==> src/rtl/layer_sequencer.sv <==
// layer_sequencer: steps one shared MAC/activation datapath over every neuron of a fully connected layer.
module layer_sequencer #(
   parameter int NUM_NEURONS = 4,
   parameter int NUM_INPUTS  = 8,
   parameter int XAW         = $clog2(NUM_INPUTS),
   parameter int WAW         = $clog2(NUM_NEURONS*NUM_INPUTS),
   parameter int OAW         = $clog2(NUM_NEURONS)
) (
   input  logic           clk,
   input  logic           rst,
   input  logic           start,
   input  logic           abort,
   input  logic           mem_ready,
   output logic           busy,
   output logic           done,
   output logic           clr_acc,
   output logic           en_mac,
   output logic           en_act,
   output logic           wr_out,
   output logic [XAW-1:0] x_addr,
   output logic [WAW-1:0] w_addr,
   output logic [OAW-1:0] out_addr
);
   typedef enum logic [2:0] {IDLE, CLEAR, MAC, ACT, WRITE, DONE} state_t;
   localparam logic [XAW-1:0] I_LAST = XAW'(NUM_INPUTS-1);
   localparam logic [OAW-1:0] N_LAST = OAW'(NUM_NEURONS-1);
   state_t state, state_nxt;
   logic [XAW-1:0] i, i_nxt;
   logic [OAW-1:0] n, n_nxt;
   logic [WAW-1:0] w, w_nxt;
   assign x_addr   = i;
   assign w_addr   = w;
   assign out_addr = n;
   always_ff @(posedge clk) begin
      if (rst) begin
         state <= IDLE;
         i     <= '0;
         n     <= '0;
         w     <= '0;
      end else begin
         state <= state_nxt;
         i     <= i_nxt;
         n     <= n_nxt;
         w     <= w_nxt;
      end
   end
   always_comb begin
      state_nxt = IDLE;
      i_nxt     = i;
      n_nxt     = n;
      w_nxt     = w;
      busy      = state != IDLE;
      clr_acc   = state == CLEAR;
      en_act    = state == ACT;
      wr_out    = state == WRITE;
      done      = state == DONE;
      en_mac    = 1'b0;
      case (state)
         IDLE: begin
            state_nxt = start ? CLEAR : IDLE;
            i_nxt     = '0;
            n_nxt     = '0;
            w_nxt     = '0;
         end
         CLEAR: state_nxt = MAC;
         MAC: begin
            en_mac    = mem_ready;
            state_nxt = (mem_ready && i == I_LAST) ? ACT : MAC;
            i_nxt     = mem_ready ? ((i == I_LAST) ? '0 : i + XAW'(1)) : i;
            w_nxt     = mem_ready ? w + WAW'(1) : w;
         end
         ACT: state_nxt = WRITE;
         WRITE: begin
            state_nxt = (n == N_LAST) ? DONE : CLEAR;
            n_nxt     = (n == N_LAST) ? n : n + OAW'(1);
         end
         DONE: begin
            n_nxt = '0;
            w_nxt = '0;
         end
         default: begin
            i_nxt = '0;
            n_nxt = '0;
            w_nxt = '0;
         end
      endcase
      // abort wins over everything except reset, but never disturbs an idle sequencer
      if (abort && state != IDLE) begin
         state_nxt = IDLE;
         i_nxt     = '0;
         n_nxt     = '0;
         w_nxt     = '0;
      end
   end
endmodule

==> config.mk <==
export PLATFORM = sky130hd
export DESIGN_NAME = layer_sequencer
export DESIGN_NICKNAME = d
export VERILOG_FILES = /design/src/rtl/layer_sequencer.sv
export SDC_FILE = /design/constraint.sdc
export NUM_CORES = 1
export LEC_CHECK = 0
export CORE_MARGIN = 4
export CORE_UTILIZATION = 40
export CTS_BUF_LIST = sky130_fd_sc_hd__clkbuf_4
export DETAILED_ROUTE_END_ITERATION = 8
export PLACE_DENSITY = 0.68
export SLEW_MARGIN = 5
export SYNTH_ARGS = -nofsm -noshare
export SYNTH_HDL_FRONTEND = slang
export SYNTH_SLANG_ARGS = --single-unit
==> constraint.sdc <==
create_clock -name clk -period 1.6 [get_ports clk]
set_input_delay 0.4 -clock clk [delete_from_list [all_inputs] [get_ports clk]]
set_output_delay 0.4 -clock clk [all_outputs]
set_load 0.01 [all_outputs]
run_1/clock_nets.png
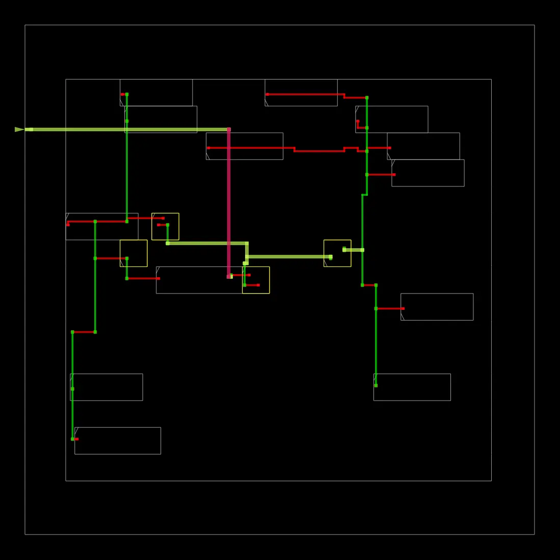
number of sinks on the clock net: 13
CTS buffer count: 3
Seq Cell Count: 13
final worst clock skew: 0.00478 ns
clock insertion delay at the later pin of the skew report: 0.27 ns

run_1/util_map.png
(6 px per micron) The die is cut into 10 by 10 equal tiles; dark purple is low, yellow is high, 0 to 100% covered.
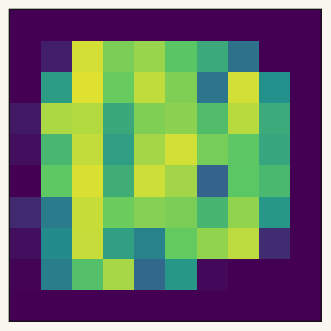
tiles over 75% full	30%
nearly empty tiles	35%
fullest tile	95%
densest ninth of the die	centre
mean over tiles	42%
emptiest ninth of the die	south-east

run_1/port_trees.png
(8 px per micron)
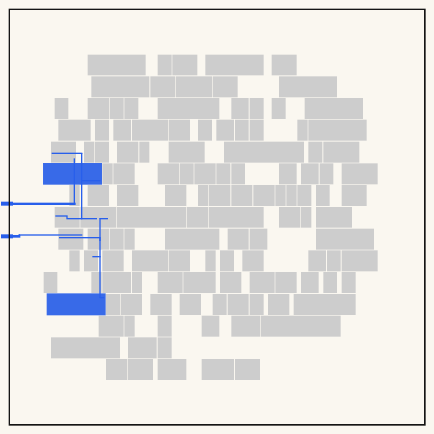
colour	port	direction	end cells	buffers	wire
blue	`out_addr`	output	2	2	59.0 microns
number of buffer cells added on primary ports: 20
count of boundary I/O pins: 21

==> flow_metrics.env, run 1 <==
# physical design summary
export IMPL_maximum_number_of_pins_on_one_net_before_global_route_repair=13
export IMPL_chip_area_sq_um=2680
export IMPL_top_area_frac=0.340
export IMPL_r2r_cells=6
export IMPL_layout_drive_gt1_share=0.346
export IMPL_layout_cells_most_common_list="19 x sky130_fd_sc_hd__buf_4, 10 x sky130_fd_sc_hd__a21oi_1, 9 x sky130_fd_sc_hd__dfxtp_1"
export IMPL_timing_reg2reg_setup_slack_ns=0.08
export IMPL_setup_violations_final=1
export IMPL_tritoncts="yes"
export IMPL_first_pass_iters=4
export IMPL_netSwitchingPower_mw=0.295
export IMPL_cts_htree_levels=1
export IMPL_yosysUniqueCellTypes=29
export IMPL_period_minus_slack_ns=1.65
export IMPL_critical_path_reg2reg_endpoint="w_addr[2]"
export IMPL_intPower_mw=0.643
export IMPL_grt_setup_unrepaired="true"
export IMPL_antenna_violating_nets_post_route=0
export IMPL_crit_arrival_ns=1.25
export IMPL_groute_usage_overall=0.175
export IMPL_antennaDiodeCount=0
export IMPL_post_synth_top_flop="sky130_fd_sc_hd__dfxtp_1"
export IMPL_violations="setup timing"
export IMPL_gr_total_overflow=0
export IMPL_setup_total_negative_slack_ns=-0.0453
export IMPL_depth_of_the_worst_hold_timing_path=2
export IMPL_timing_worst_slew_pin_value_ns=0.383
export IMPL_power_density_nw_per_um2=809
export IMPL_drc=0
export IMPL_final_nets=137
export IMPL_clkSlewWorstSetupHoldPaths_ns=0.08
export IMPL_openroad_warning_count=28
export IMPL_fin_ws_ns=-0.0453
export IMPL_max_freq_ghz=0.608
export IMPL_row_count=15
export IMPL_wl_met3_microns=91
export IMPL_cp_end_kind="output pin"
export IMPL_count_of_library_flops_with_an_enable_pin=0
export IMPL_timing_critical_path_from_type="flip-flop"
export IMPL_status="complete, but fails checks"
export IMPL_detailroute_via_count=784
export IMPL_yosysTopAreaCell="sky130_fd_sc_hd__dfxtp_1"
export IMPL_floorplan_initialDensity=0.434
export IMPL_seq_area_frac_synth=0.340
run 1: routing by layer:
| metal | up-vias | track usage |
|---|---|---|
| met5 | - | 0 |
| met3 | 4 | 0.0573 |
| met4 | 0 | 0.0524 |
| li1 | 393 | - |
| met1 | 368 | 0.204 |
| met2 | 19 | 0.303 |
run 1: worst max path at each step:
stage               endpoint  slack, ns  depth (start not counted)
floorplan               done       0.21                          3
global placement      en_mac      -0.50                          4
detailed placement    en_mac      -0.51                          4
CTS                     busy      -0.04                          3
global route            busy      -0.10                          3
finish                  busy      -0.05                          3
run 1: cell type report:
cell class | instances | area, sq um | share of cell area
Clock buffer | 4 | 30.0 | 0.0259
Inverter | 3 | 11.3 | 0.00971
Multi-Input combinational cell | 66 | 478 | 0.412
Tap cell | 25 | 31.3 | 0.0270
Sequential cell | 13 | 270 | 0.233
Timing Repair Buffer | 41 | 339 | 0.292
run 1: flip-flops by register name, summed over array words and instances (netlist names):
signal / count
out_addr: 2
state: 3
w_addr: 5
x_addr: 3
run 1: worst max-delay path, cell delays in order (launching register included):
cell and delay, ns:
sky130_fd_sc_hd__dfxtp_2 0.34, sky130_fd_sc_hd__buf_6 0.13, sky130_fd_sc_hd__or3_1 0.35, sky130_fd_sc_hd__buf_2 0.15
run 1: cell families (layout without fill, tap and decap cells):
group | after synthesis | after routing | share of synthesized area
muxes | 1 | 1 | 0.0131
and+or+nand+nor | 36 | 36 | 0.286
AOI/OAI and AO/OA | 24 | 24 | 0.209
adders and majority gates | 4 | 4 | 0.0654
xor gates and xnor gates | 1 | 1 | 0.0114
DFF | 13 | 13 | 0.340
buffers and inverters | 8 | 48 | 0.0752
run 1: stage by stage:
| stage | cell area (sq um) | util | worst slack [ns] |
|---|---|---|---|
| 2_1_floorplan | 766 | - | 0.205 |
| 3_3_place_gp | 1080 | 0.611 | -0.502 |
| 3_5_place_dp | 1080 | 0.611 | -0.506 |
| 4_1_cts | 1160 | 0.657 | -0.0413 |
| 5_1_grt | 1160 | 0.657 | -0.104 |
| 6_report | 1160 | 0.657 | -0.0453 |
run 1: synth_stat cells, types with 2 or more instances:
cell / number
sky130_fd_sc_hd__inv_1: 3
sky130_fd_sc_hd__or3_1: 5
sky130_fd_sc_hd__a31oi_1: 2
sky130_fd_sc_hd__nand3b_1: 3
sky130_fd_sc_hd__nand2_1: 5
sky130_fd_sc_hd__nor2_1: 7
sky130_fd_sc_hd__nor3b_1: 2
sky130_fd_sc_hd__nand3_1: 2
sky130_fd_sc_hd__o21ai_0: 8
sky130_fd_sc_hd__a21oi_1: 10
sky130_fd_sc_hd__ha_1: 4
sky130_fd_sc_hd__nor3_1: 5
sky130_fd_sc_hd__dfxtp_1: 13
sky130_fd_sc_hd__buf_6: 3
run 1: power groups by stage:
stage | registers, mW | clock network (mW) | logic (mW)
floorplan | 0.360 | 0 | 0.188
global placement | 0.367 | 0 | 0.311
detailed placement | 0.367 | 0 | 0.318
CTS | 0.359 | 0.227 | 0.355
global route | 0.364 | 0.246 | 0.388
finish | 0.359 | 0.222 | 0.356
run 1: repair_timing:
action | CTS | global route
setup buffers | 4 | 0
pin swaps | 2 | 3
setup endpoints to repair | 16 | 16
gates resized | 43 | 6
==> run 1 -> run 2 <==
--- a/config.mk
+++ b/config.mk
@@ -6,10 +6,10 @@
 export NUM_CORES = 1
 export LEC_CHECK = 0
 export CORE_MARGIN = 4
-export CORE_UTILIZATION = 40
+export CORE_UTILIZATION = 49
 export CTS_BUF_LIST = sky130_fd_sc_hd__clkbuf_4
 export DETAILED_ROUTE_END_ITERATION = 8
-export PLACE_DENSITY = 0.68
+export PLACE_DENSITY = 0.81
 export SLEW_MARGIN = 5
 export SYNTH_ARGS = -nofsm -noshare
 export SYNTH_HDL_FRONTEND = slang
run_2/util_map.png
(6 px per micron) The die is cut into 10 by 10 equal tiles; dark purple is low, yellow is high, 0 to 100% covered.
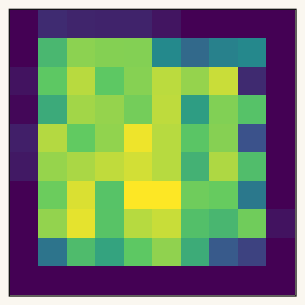
nearly empty tiles	27%
densest ninth of the die	centre
fullest tile	100%
tiles over 75% full	37%

==> run 2 against run 1 <==
The flow still finishes with violations (setup timing); clock power about the same; non-clock buffer count decreased by 4; synthesized area is the same; highest routed layer unchanged.
==> flow_metrics.env, run 2 <==
# physical design summary
export IMPL_timing_reg2reg_setup_slack_ns=0.12
export IMPL_crit_arrival_ns=1.27
export IMPL_fin_ws_ns=-0.0689
export IMPL_cts_htree_levels=1
export IMPL_cp_end_kind="output pin"
export IMPL_yosysTopAreaCell="sky130_fd_sc_hd__dfxtp_1"
export IMPL_crit_slowest_cell="sky130_fd_sc_hd__dfxtp_4"
export IMPL_clock_sink_count=13
export IMPL_yosysUniqueCellTypes=29
export IMPL_layout_cells_most_common_list="16 x sky130_fd_sc_hd__buf_4, 10 x sky130_fd_sc_hd__a21oi_1, 9 x sky130_fd_sc_hd__dlygate4sd2_1, 9 x sky130_fd_sc_hd__dfxtp_1, 8 x sky130_fd_sc_hd__o21ai_0"
export IMPL_cpPeakStageDelay_ns=0.37
export IMPL_clkSlewWorstSetupHoldPaths_ns=0.08
export IMPL_netSwitchingPower_mw=0.287
export IMPL_depth_of_the_worst_hold_timing_path=1
export IMPL_timing_critical_path_cells="buf_6 > or3_1 > buf_2"
export IMPL_floorplan_initialDensity=0.514
export IMPL_detailroute_via_count=784
export IMPL_violations="setup timing"
export IMPL_synth_top_cells_by_count="13 x sky130_fd_sc_hd__dfxtp_1, 10 x sky130_fd_sc_hd__a21oi_1, 8 x sky130_fd_sc_hd__o21ai_0"
export IMPL_gr_total_overflow=0
export IMPL_drc=0
export IMPL_setup_total_negative_slack_ns=-0.0689
export IMPL_setup_violations_final=1
export IMPL_first_pass_iters=4
export IMPL_max_freq_ghz=0.599
export IMPL_count_of_library_flops_with_an_enable_pin=0
export IMPL_intPower_mw=0.619
export IMPL_post_synth_top_flop="sky130_fd_sc_hd__dfxtp_1"
export IMPL_maximum_number_of_pins_on_one_net_before_global_route_repair=12
export IMPL_period_minus_slack_ns=1.67
export IMPL_status="complete, but fails checks"
export IMPL_largest_reg_flops=5
export IMPL_port_buffers=20
export IMPL_antenna_violating_nets_post_route=0
export IMPL_final_setup_skew_ns=0.00348
export IMPL_layout_drive_gt1_share=0.333
export IMPL_openroad_warning_count=28
export IMPL_timing_worst_slew_pin_value_ns=0.317
export IMPL_count_of_boundary_i_o_pins=21
export IMPL_clock_insertion_delay_at_the_later_pin_of_the_skew_report_ns=0.28
export IMPL_pre_cts_slack_ns=-0.475
export IMPL_grt_setup_unrepaired="true"
export IMPL_finish_utilization=0.736
export IMPL_critical_path_reg2reg_endpoint="state[0]"
export IMPL_postLayoutCellArea_sq_um=1100
run_2/port_trees.png
(8 px per micron)
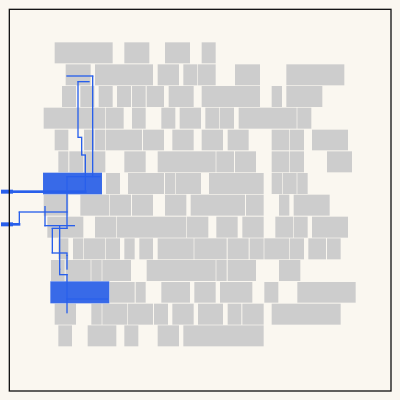

## run 2: power by group through the flow
stage / logic, mW / registers, mW / clock network (mW)
6_report: 0.316 / 0.366 / 0.225
3_3_place_gp: 0.314 / 0.366 / 0
2_1_floorplan: 0.188 / 0.360 / 0
3_5_place_dp: 0.319 / 0.368 / 0
5_1_grt: 0.342 / 0.368 / 0.249
4_1_cts: 0.308 / 0.365 / 0.234
## run 2: cell families (layout without fill, tap and decap cells)
family	after synthesis	in the layout	share of synthesized area
AND-OR/OR-AND	24	24	0.209
XOR/XNOR	1	1	0.0114
adder cells (fa/ha/maj)	4	4	0.0654
buffers and inverters	8	44	0.0752
flip-flops	13	13	0.340
multiplexers	1	1	0.0131
AND/OR/NAND/NOR	36	36	0.286
## run 2: layout make-up
cell class	instances	area, sq um	share of cell area
Tap cell	16	20.0	0.0183
Clock buffer	4	30.0	0.0274
Sequential cell	13	273	0.249
Timing Repair Buffer	37	295	0.269
Inverter	3	11.3	0.0103
Multi-Input combinational cell	66	467	0.426
## run 2: metal layers
metal / routed length (microns) / global-route usage
met4: 19 / 0.0645
met2: 1010 / 0.377
met3: 116 / 0.0639
met5: 0 / 0
met1: 788 / 0.201
## run 2: worst max path at each step
| stage | start | to | slack [ns] | depth (start not counted) |
|---|---|---|---|---|
| floorplan | state[2] | done | 0.21 | 3 |
| global placement | mem_ready | en_mac | -0.48 | 4 |
| detailed placement | mem_ready | en_mac | -0.47 | 4 |
| CTS | state[1] | busy | -0.04 | 3 |
| global route | state[1] | busy | -0.09 | 3 |
| finish | state[1] | busy | -0.07 | 3 |
## run 2: repair_timing
item / 4_1_cts / 5_1_grt
resized: 42 / 7
pin swaps: 1 / 2
setup endpoints to repair: 17 / 6
## run 2: critical path: cells and delay by family, from the launching register on
family	cells	cell delay [ns]
buf+inv	2	0.27
flops	1	0.37
simple gates	1	0.35
==> run 2 -> run 3 <==
--- a/config.mk
+++ b/config.mk
@@ -8,6 +8,7 @@
 export CORE_MARGIN = 4
 export CORE_UTILIZATION = 49
 export CTS_BUF_LIST = sky130_fd_sc_hd__clkbuf_4
+export CTS_CLUSTER_SIZE = 24
 export DETAILED_ROUTE_END_ITERATION = 8
 export PLACE_DENSITY = 0.81
 export SLEW_MARGIN = 5
run_3/util_map.png
(6 px per micron) The die is cut into 10 by 10 equal tiles; dark purple is low, yellow is high, 0 to 100% covered.
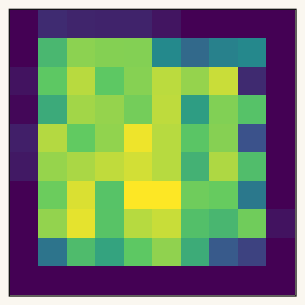
densest ninth of the die	centre
tiles over 75% full	37%
mean over tiles	48%
nearly empty tiles	27%
fullest tile	100%

run_3/gates.png
(10 px per micron)
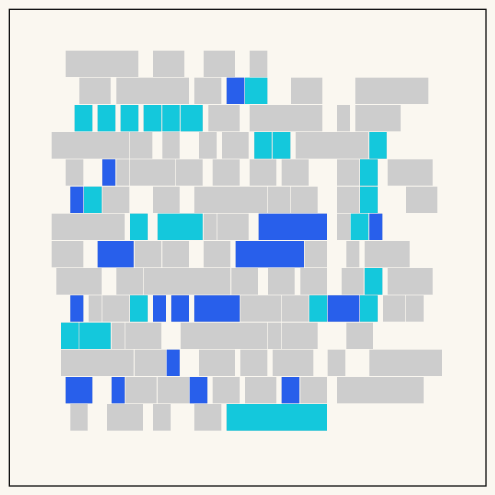
colour	family	cells
cyan	aoi and oai cells	23
blue	nor cells	17

==> run 3 against run 2 <==
The flow still finishes with violations (setup timing); flip-flop count did not move; die area unchanged; power unchanged; count of clock-buffer cells in the layout did not move; synthesized area unchanged; via count is the same; combinational power hardly changed; sequential power is essentially flat; critical endpoint unchanged.
==> flow_metrics.env, run 3 <==
# physical design summary
export IMPL_clock_sink_count=13
export IMPL_timing_critical_path_buf_inv=2
export IMPL_depth_of_the_worst_hold_timing_path=1
export IMPL_setup_violations_final=1
export IMPL_status="complete, but fails checks"
export IMPL_period_minus_slack_ns=1.67
export IMPL_postLayoutCellArea_sq_um=1100
export IMPL_max_freq_ghz=0.599
export IMPL_clock_insertion_delay_at_the_later_pin_of_the_skew_report_ns=0.28
export IMPL_cp_end_kind="output pin"
export IMPL_worst_path_dominant_cell_family="flip-flops"
export IMPL_finish_utilization=0.736
export IMPL_violations="setup timing"
export IMPL_fin_ws_ns=-0.0689
export IMPL_clkSlewWorstSetupHoldPaths_ns=0.08
export IMPL_yosysUniqueCellTypes=29
export IMPL_setup_total_negative_slack_ns=-0.0689
export IMPL_grt_setup_unrepaired="true"
export IMPL_pre_cts_slack_ns=-0.475
export IMPL_drc=0
export IMPL_antenna_violating_nets_post_route=0
export IMPL_timing_critical_path_cells="buf_6 > or3_1 > buf_2"
export IMPL_final_setup_skew_ns=0.00348
run 3: cell counts after synthesis:
Identical to the previous run, type by type.
run 3: final cells by class:
class / count / area [sq um] / area share
inverter: 3 / 11.3 / 0.0103
sequential: 13 / 273 / 0.249
clock buffer: 4 / 30.0 / 0.0274
multi-input combinational: 66 / 467 / 0.426
timing repair buffer: 37 / 295 / 0.269
tap: 16 / 20.0 / 0.0183
run 3: logic make-up after synthesis:
logic type,synth area share
muxes,0.0131
AOI/OAI and AO/OA,0.209
xor gates and xnor gates,0.0114
buffers and inverters,0.0752
DFF,0.340
adders and majority gates,0.0654
and+or+nand+nor,0.286
run 3: power groups by stage:
stage          Sequential, mW  Combinational, mW  Clock [mW]
4_1_cts                 0.365              0.308       0.234
3_3_place_gp            0.366              0.314           0
2_1_floorplan           0.360              0.188           0
5_1_grt                 0.368              0.342       0.249
6_report                0.366              0.316       0.225
3_5_place_dp            0.368              0.319           0
run 3: worst max-delay path by stage:
stage / to / slack [ns] / cells past startpoint / from
after floorplan: done / 0.21 / 3 / state[2]
after global placement: en_mac / -0.48 / 4 / mem_ready
after detailed placement: en_mac / -0.47 / 4 / mem_ready
after CTS: busy / -0.04 / 3 / state[1]
after global routing: busy / -0.09 / 3 / state[1]
final: busy / -0.07 / 3 / state[1]
run 3: what timing repair did:
action | 4_1_cts | 5_1_grt
setup endpoints to repair | 17 | 6
hold buffers | 0 | 0
resized | 42 | 7
setup buffers | 0 | 0
pin swaps | 1 | 2
run 3: layer usage:
metal | wire length [microns] | part of all wire | global-route usage | vias up
met1 | 788 | 0.41 | 0.201 | 371
met5 | 0 | 0 | 0 | -
met4 | 19 | 0.0098 | 0.0645 | 0
met3 | 116 | 0.060 | 0.0639 | 3
met2 | 1010 | 0.52 | 0.377 | 23
li1 | - | - | - | 387

==> notes/layouts.md <==
Pictures saved along the way, in no particular order.

Register map, names as in the netlist.
(8 px per micron) Other sequential cells in the stronger grey, the rest of the logic in the fainter grey.
(a)
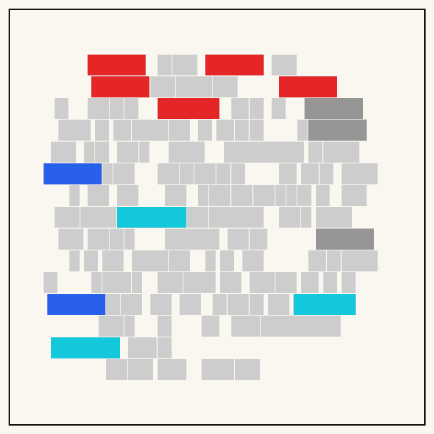
(b)
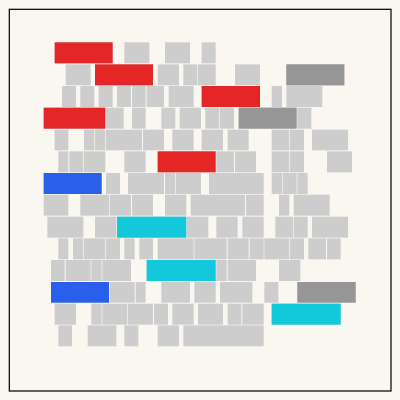
(a): run 1
(b): run 3
The one with the largest die is (a).

Key to (a):
colour	netlist name	sequential cells
cyan	`state`	3
blue	`out_addr`	2
red	`w_addr`	5
not coloured	3

Power figures rest on the tool's default switching activity, not on a simulated workload.
